===== config.mk =====
export PLATFORM = sky130hd
export DESIGN_NAME = weight_loader
export DESIGN_NICKNAME = d
export VERILOG_FILES = /design/src/rtl/weight_loader.sv
export SDC_FILE = /design/constraint.sdc
export NUM_CORES = 1
export LEC_CHECK = 0
export ABC_AREA = 1
export CORE_UTILIZATION = 41
export CTS_CLUSTER_SIZE = 20
export DETAILED_ROUTE_END_ITERATION = 7
export PLACE_DENSITY_LB_ADDON = 0.25
export SLEW_MARGIN = 20
export SYNTH_ARGS = -nofsm -noshare
export SYNTH_HDL_FRONTEND = slang
export SYNTH_SLANG_ARGS = --single-unit

===== constraint.sdc =====
create_clock -name clk -period 1.7 [get_ports clk]
set_input_delay 0.34 -clock clk [delete_from_list [all_inputs] [get_ports clk]]
set_output_delay 0.34 -clock clk [all_outputs]
set_load 0.01 [all_outputs]

===== src/rtl/weight_loader.sv =====
// ---------------------------------------------------------------------------
// weight_loader
//
// Purpose
//   Drives the shared weight-write bus of the PE array. Packed weight beats
//   arrive on a valid/ready stream. Each beat is unpacked and written out one
//   weight per cycle to PE addresses 0..NUM_PE-1 in order. Every PE latches
//   the write whose address matches its own. A one-cycle o_done pulse tells
//   the conv controller that the whole weight set has been loaded.
//
// Parameters
//   WEIGHT_BW  signed weight width, same as the PE weight width
//   ADDR_BW    PE address width, NUM_PE <= 2**ADDR_BW
//   NUM_PE     weights per load (one per PE), >= 1
//   PACK       weights per input beat, >= 1
//
// Ports
//   clk          in   clock
//   rst_n        in   asynchronous active-low reset
//   i_start      in   begin a load; only honoured in IDLE
//   i_abort      in   synchronous abort; returns to IDLE from any state
//   s_valid      in   input beat valid
//   s_ready      out  input beat ready
//   s_data       in   packed weights, lane k = [k*WEIGHT_BW +: WEIGHT_BW]
//   o_w_en       out  weight write strobe (registered)
//   o_addr       out  target PE address (registered)
//   o_w          out  weight value, raw bits (registered)
//   o_busy       out  high in every state except IDLE
//   o_done       out  one-cycle pulse when a load completes (registered)
//   o_dbg_state  out  current FSM state, for observation only
//
// Handshake: a beat transfers on any rising edge where s_valid and s_ready
// are both high. s_ready depends only on the FSM state and i_abort, never on
// s_valid, so the source may present or withdraw data freely while s_valid
// is low. Once s_valid is raised the source holds s_data until the transfer.
// ---------------------------------------------------------------------------
module weight_loader #(
  parameter int WEIGHT_BW = 8,
  parameter int ADDR_BW   = 5,
  parameter int NUM_PE    = 9,
  parameter int PACK      = 4
) (
  input  logic                      clk,
  input  logic                      rst_n,
  input  logic                      i_start,
  input  logic                      i_abort,
  input  logic                      s_valid,
  output logic                      s_ready,
  input  logic [PACK*WEIGHT_BW-1:0] s_data,
  output logic                      o_w_en,
  output logic [ADDR_BW-1:0]        o_addr,
  output logic [WEIGHT_BW-1:0]      o_w,
  output logic                      o_busy,
  output logic                      o_done,
  output logic [1:0]                o_dbg_state
);

  // FSM encoding
  localparam logic [1:0] ST_IDLE  = 2'd0;
  localparam logic [1:0] ST_FETCH = 2'd1;
  localparam logic [1:0] ST_ISSUE = 2'd2;
  localparam logic [1:0] ST_DONE  = 2'd3;

  localparam int LANE_BW = (PACK > 1) ? $clog2(PACK) : 1;
  localparam int BEAT_W  = PACK * WEIGHT_BW;

  localparam logic [ADDR_BW-1:0] LAST_ADDR = ADDR_BW'(NUM_PE - 1);
  localparam logic [LANE_BW-1:0] LAST_LANE = LANE_BW'(PACK - 1);

  // State and counters
  logic [1:0]           state_q, state_d;
  logic [ADDR_BW-1:0]   addr_q,  addr_d;
  logic [LANE_BW-1:0]   lane_q,  lane_d;
  logic [BEAT_W-1:0]    hold_q,  hold_d;

  // Registered outputs
  logic                 w_en_q,  w_en_d;
  logic [ADDR_BW-1:0]   waddr_q, waddr_d;
  logic [WEIGHT_BW-1:0] w_q,     w_d;
  logic                 done_q,  done_d;

  logic                 handshake;
  logic                 last_write;
  logic [WEIGHT_BW-1:0] held_w;

  // Ready is withdrawn in the abort cycle so an aborted load never swallows
  // a beat the source would otherwise consider delivered.
  assign s_ready   = (state_q == ST_FETCH) && !i_abort;
  assign handshake = s_valid && s_ready;

  // The write being issued this edge targets the final PE.
  assign last_write = (addr_q == LAST_ADDR);

  // Select the held lane addressed by the lane counter. The whole beat is
  // kept in the holding register, lane 0 included, so the lane counter can
  // index it directly without an offset.
  always_comb begin
    held_w = '0;
    for (int k = 0; k < PACK; k++) begin
      if (lane_q == LANE_BW'(k)) begin
        held_w = hold_q[k*WEIGHT_BW +: WEIGHT_BW];
      end
    end
  end

  // Next-state and output logic
  always_comb begin
    state_d = state_q;
    addr_d  = addr_q;
    lane_d  = lane_q;
    hold_d  = hold_q;
    w_en_d  = 1'b0;
    waddr_d = waddr_q;   // address and data hold while the strobe is low
    w_d     = w_q;
    done_d  = 1'b0;

    if (i_abort) begin
      // Abort wins over everything: no write, no done, counters cleared.
      state_d = ST_IDLE;
      addr_d  = '0;
      lane_d  = '0;
    end else begin
      case (state_q)
        ST_IDLE: begin
          if (i_start) begin
            state_d = ST_FETCH;
            addr_d  = '0;
            lane_d  = '0;
          end
        end

        ST_FETCH: begin
          if (handshake) begin
            // Lane 0 goes straight to the bus on the accepting edge.
            w_en_d  = 1'b1;
            waddr_d = addr_q;
            w_d     = s_data[WEIGHT_BW-1:0];
            hold_d  = s_data;
            lane_d  = LANE_BW'(1);
            addr_d  = addr_q + ADDR_BW'(1);
            if (last_write) begin
              state_d = ST_DONE;
            end else if (PACK > 1) begin
              state_d = ST_ISSUE;
            end
          end
        end

        ST_ISSUE: begin
          w_en_d  = 1'b1;
          waddr_d = addr_q;
          w_d     = held_w;
          addr_d  = addr_q + ADDR_BW'(1);
          lane_d  = lane_q + LANE_BW'(1);
          if (last_write) begin
            // Any lanes left in the held beat are dropped.
            state_d = ST_DONE;
          end else if (lane_q == LAST_LANE) begin
            state_d = ST_FETCH;
          end
        end

        ST_DONE: begin
          done_d  = 1'b1;
          state_d = ST_IDLE;
          addr_d  = '0;
          lane_d  = '0;
        end

        default: begin
          state_d = ST_IDLE;
          addr_d  = '0;
          lane_d  = '0;
        end
      endcase
    end
  end

  always_ff @(posedge clk or negedge rst_n) begin
    if (!rst_n) begin
      state_q <= ST_IDLE;
      addr_q  <= '0;
      lane_q  <= '0;
      hold_q  <= '0;
      w_en_q  <= 1'b0;
      waddr_q <= '0;
      w_q     <= '0;
      done_q  <= 1'b0;
    end else begin
      state_q <= state_d;
      addr_q  <= addr_d;
      lane_q  <= lane_d;
      hold_q  <= hold_d;
      w_en_q  <= w_en_d;
      waddr_q <= waddr_d;
      w_q     <= w_d;
      done_q  <= done_d;
    end
  end

  assign o_w_en      = w_en_q;
  assign o_addr      = waddr_q;
  assign o_w         = w_q;
  assign o_done      = done_q;
  assign o_busy      = (state_q != ST_IDLE);
  assign o_dbg_state = state_q;

endmodule


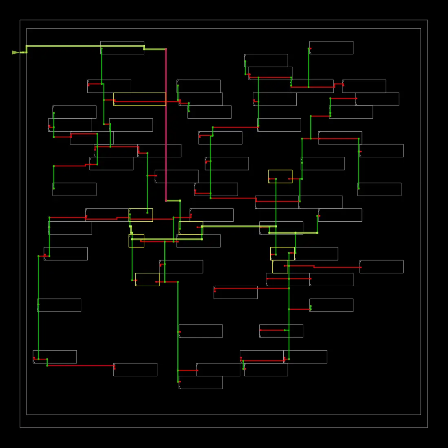
**Above:** clock routing.
worst clock skew: 0.0115 ns
clock net sink count: 56
later-pin clock latency in the skew report: 0.31 ns

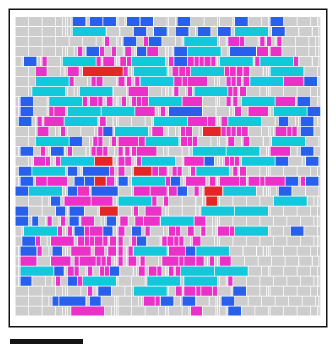
**Above:** cell classes on the final placement.
The bar under the picture is 20 um long. Fill, decap, tap and diode cells in grey.
Blue shows other buffers and delay cells, cells 85. Red shows clock drivers and dummy loads, cells 8. Magenta shows combinational and other logic, cells 237. Cyan shows flops, cells 56.
area of all placed cells without fillers: 3930 um^2
row count: 30

==> impl_metrics.yaml <==
# generated from flow reports
route:
  drc: 0
  drtIter0Drc: 133
  detailroute.via_count: 2272
  routed_wirelength_um: 6430
  detail_route.wl_per_cell_um: 13.3
  postRouteAntennaNets: 0
  drt_pass1_iterations: 4
worst_setup_path:
  cp_slowest_cell: "sky130_fd_sc_hd__dfrtp_1"
  reg2reg_depth: 6
  crit-reg2reg-capture: "hold_q[30]"
  slowest_delay_ns: 0.40
  worstPathRequired_ns: 1.90
  cp_common_cell: "sky130_fd_sc_hd__buf_4"
  worst_r2r_src: "o_dbg_state[0]"
  worstSetupPathDepth: 6
  cp.buffers_inverters: 3
  critPathCaptureType: "register"
  critical_path.startpoint_type: "register"
clocking:
  cts_buffers: 5
  clk_transition_reported_paths_ns: 0.10
  cts-resized-gates: 6
  cts_post_setup_buffers_inserted: 1
  root_buffer: "sky130_fd_sc_hd__clkbuf_8"
  cts_tree: "built"
die:
  die-height_um: 86.1
  core_region_area_um2: 6790
  floorplan.die_area_um2: 7410
  fp_util: 0.427
final_layout:
  post_route_cells_drive_above_1_share: 0.249
  num-nets-final: 433
  synthToLayoutAreaGrowth_pct: 35.6
  final_layout_top_logic_cells: "sky130_fd_sc_hd__nand2_1, sky130_fd_sc_hd__dfrtp_1, sky130_fd_sc_hd__clkdlybuf4s50_1, sky130_fd_sc_hd__nor2_1, sky130_fd_sc_hd__inv_1"
  num_antenna_cells: 0
  fill_cells: 593
synth:
  synth-area-yosys_um2: 2900
  synthSimpleGateAreaFrac: 0.161
  enable_flop_cells: 0
  postSynth.topFlopCell: "sky130_fd_sc_hd__dfrtp_1"
  xor_share: 0.00604
  yosys_warnings: 0
  mappedNetlistArea_um2: 2900
  yosys-stat-cells: 302
  synthesis.instances: 302
  synthesis.area_per_instance_um2: 9.60
  synth_flop_count: 56
  top_logic_kind: "simple AND/OR/NAND/NOR gates"
  synthArstFlopShare: 1.00
place:
  numPlacedInstances: 469
  gp_congestion: 0.741
  pre_cts_ws_ns: -0.0892
  buffer_ports.inserted: 55
  dpl.hpwl_um: 4420
job:
  log_warnings: 35
  cap_violations: 0
sta:
  grt_setup_unrepaired: "yes"
  final_period_minus_worst_setup_slack_ns: 1.65
  slew_headroom: 0.791
  timing.final.hold_violations: 2
  final_min_period_over_clock_period: 0.973
  final.hold.worst_slack_ns: -0.00806
global_routing:
  grt_max_degree: 57
  grt_first_pass_wirelength_um: 10300
  grt_pass1_vias: 2222
  antenna_found_initial: 0
  grt_usage: 0.177
status:
  status: "complete, but fails checks"
  failed_checks: "negative hold slack"
worst_hold_path:
  class_of_the_worst_hold_path: "in2async"
pwr:
  vdd_drop_max_v: 0.000804
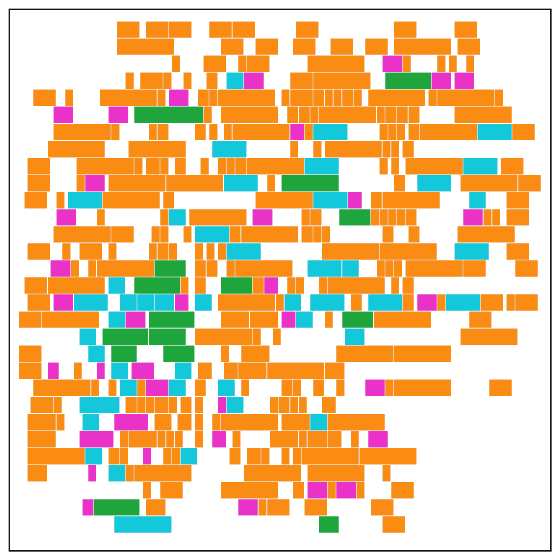
**Above:** cells by drive strength.
Cyan shows _3 and _4 cells, cells 45, share 12%, most used buf_4. Green shows _6 and larger, cells 15, share 3.9%, most used clkbuf_8. Orange shows _0 and _1 cells, cells 290, share 75%. Magenta shows _2 cells, cells 36, share 9.3%, most used a21oi_2.
Final Worst Setup Slack: 0.0467 ns
non-clock buffer instance count of the final layout: 85

[registers in the layout, summed over array words and instances, names as in the netlist]
name / cells
hold_q: 32
o_dbg_state: 2
o_done: 1
lane_q: 2
o_addr: 5
o_w: 8
addr_q: 5
o_w_en: 1
[kinds of logic (layout without fill, tap and decap cells)]
| kind of cell | count (synthesis) | after routing |
|---|---|---|
| AOI/OAI and AO/OA | 61 | 61 |
| xor gates and xnor gates | 2 | 2 |
| adders and majority gates | 11 | 11 |
| buffers and inverters | 46 | 130 |
| DFF | 56 | 56 |
| muxes | 17 | 17 |
| and+or+nand+nor | 109 | 109 |
[worst min path at each step]
stage                endpoint   from  cells past startpoint
2_1_floorplan       addr_q[0]  rst_n                      0
3_3_place_gp   o_dbg_state[1]  rst_n                      2
3_5_place_dp   o_dbg_state[1]  rst_n                      2
4_1_cts        o_dbg_state[1]  rst_n                      2
5_1_grt        o_dbg_state[0]  rst_n                      2
6_report       o_dbg_state[0]  rst_n                      2
[where the power goes]
part | total (mW) | switching [mW] | internal [mW]
sequential | 2.14 | 0.279 | 1.86
clock | 0.899 | 0.454 | 0.445
combinational | 2.70 | 1.31 | 1.40
[layer usage]
layer | track usage | wire [um]
met5 | 0 | 0
met4 | 0.0409 | 31
met3 | 0.0298 | 373
met2 | 0.287 | 2970
met1 | 0.249 | 3050
[stage by stage]
| stage | power (mW) | TNS (ns) |
|---|---|---|
| floorplan | 3.71 | 0 |
| global placement | 4.69 | -0.0807 |
| detailed placement | 4.75 | -0.101 |
| finish | 5.74 | 0 |
| CTS | 5.65 | 0 |
| global route | 6.15 | -0.0898 |
[area by class of cell]
type                       count  area, um^2  share of cell area
sequential                    56        1400               0.357
multi-input combinational    200        1300               0.330
timing repair buffer          85         837               0.213
inverter                      36         148              0.0376
tap                           96         120              0.0306
clock buffer                   5        68.8              0.0175
clock inverter                 3        47.5              0.0121
timing repair inverter         1        8.76             0.00223
[cell usage after synthesis, types with 2 or more instances]
| cell | number | area [um^2] |
|---|---|---|
| sky130_fd_sc_hd__nand3_1 | 6 | 30.0 |
| sky130_fd_sc_hd__buf_6 | 3 | 33.8 |
| sky130_fd_sc_hd__nand3_2 | 2 | 20.0 |
| sky130_fd_sc_hd__nand4_1 | 2 | 12.5 |
| sky130_fd_sc_hd__xor2_1 | 2 | 17.5 |
| sky130_fd_sc_hd__mux2_4 | 17 | 255 |
| sky130_fd_sc_hd__dfrtp_1 | 56 | 1400 |
| sky130_fd_sc_hd__inv_2 | 2 | 7.51 |
| sky130_fd_sc_hd__o21ai_2 | 5 | 43.8 |
| sky130_fd_sc_hd__nand2_1 | 56 | 210 |
| sky130_fd_sc_hd__nor2_1 | 37 | 139 |
| sky130_fd_sc_hd__nand2_2 | 2 | 12.5 |
| sky130_fd_sc_hd__ha_1 | 11 | 138 |
| sky130_fd_sc_hd__o21ai_0 | 7 | 35.0 |
| sky130_fd_sc_hd__a21oi_2 | 15 | 131 |
| sky130_fd_sc_hd__a21oi_1 | 27 | 135 |
| sky130_fd_sc_hd__buf_2 | 4 | 20.0 |
| sky130_fd_sc_hd__inv_1 | 33 | 124 |
| sky130_fd_sc_hd__o22ai_1 | 6 | 37.5 |
Power is estimated from default activity; no workload was simulated.
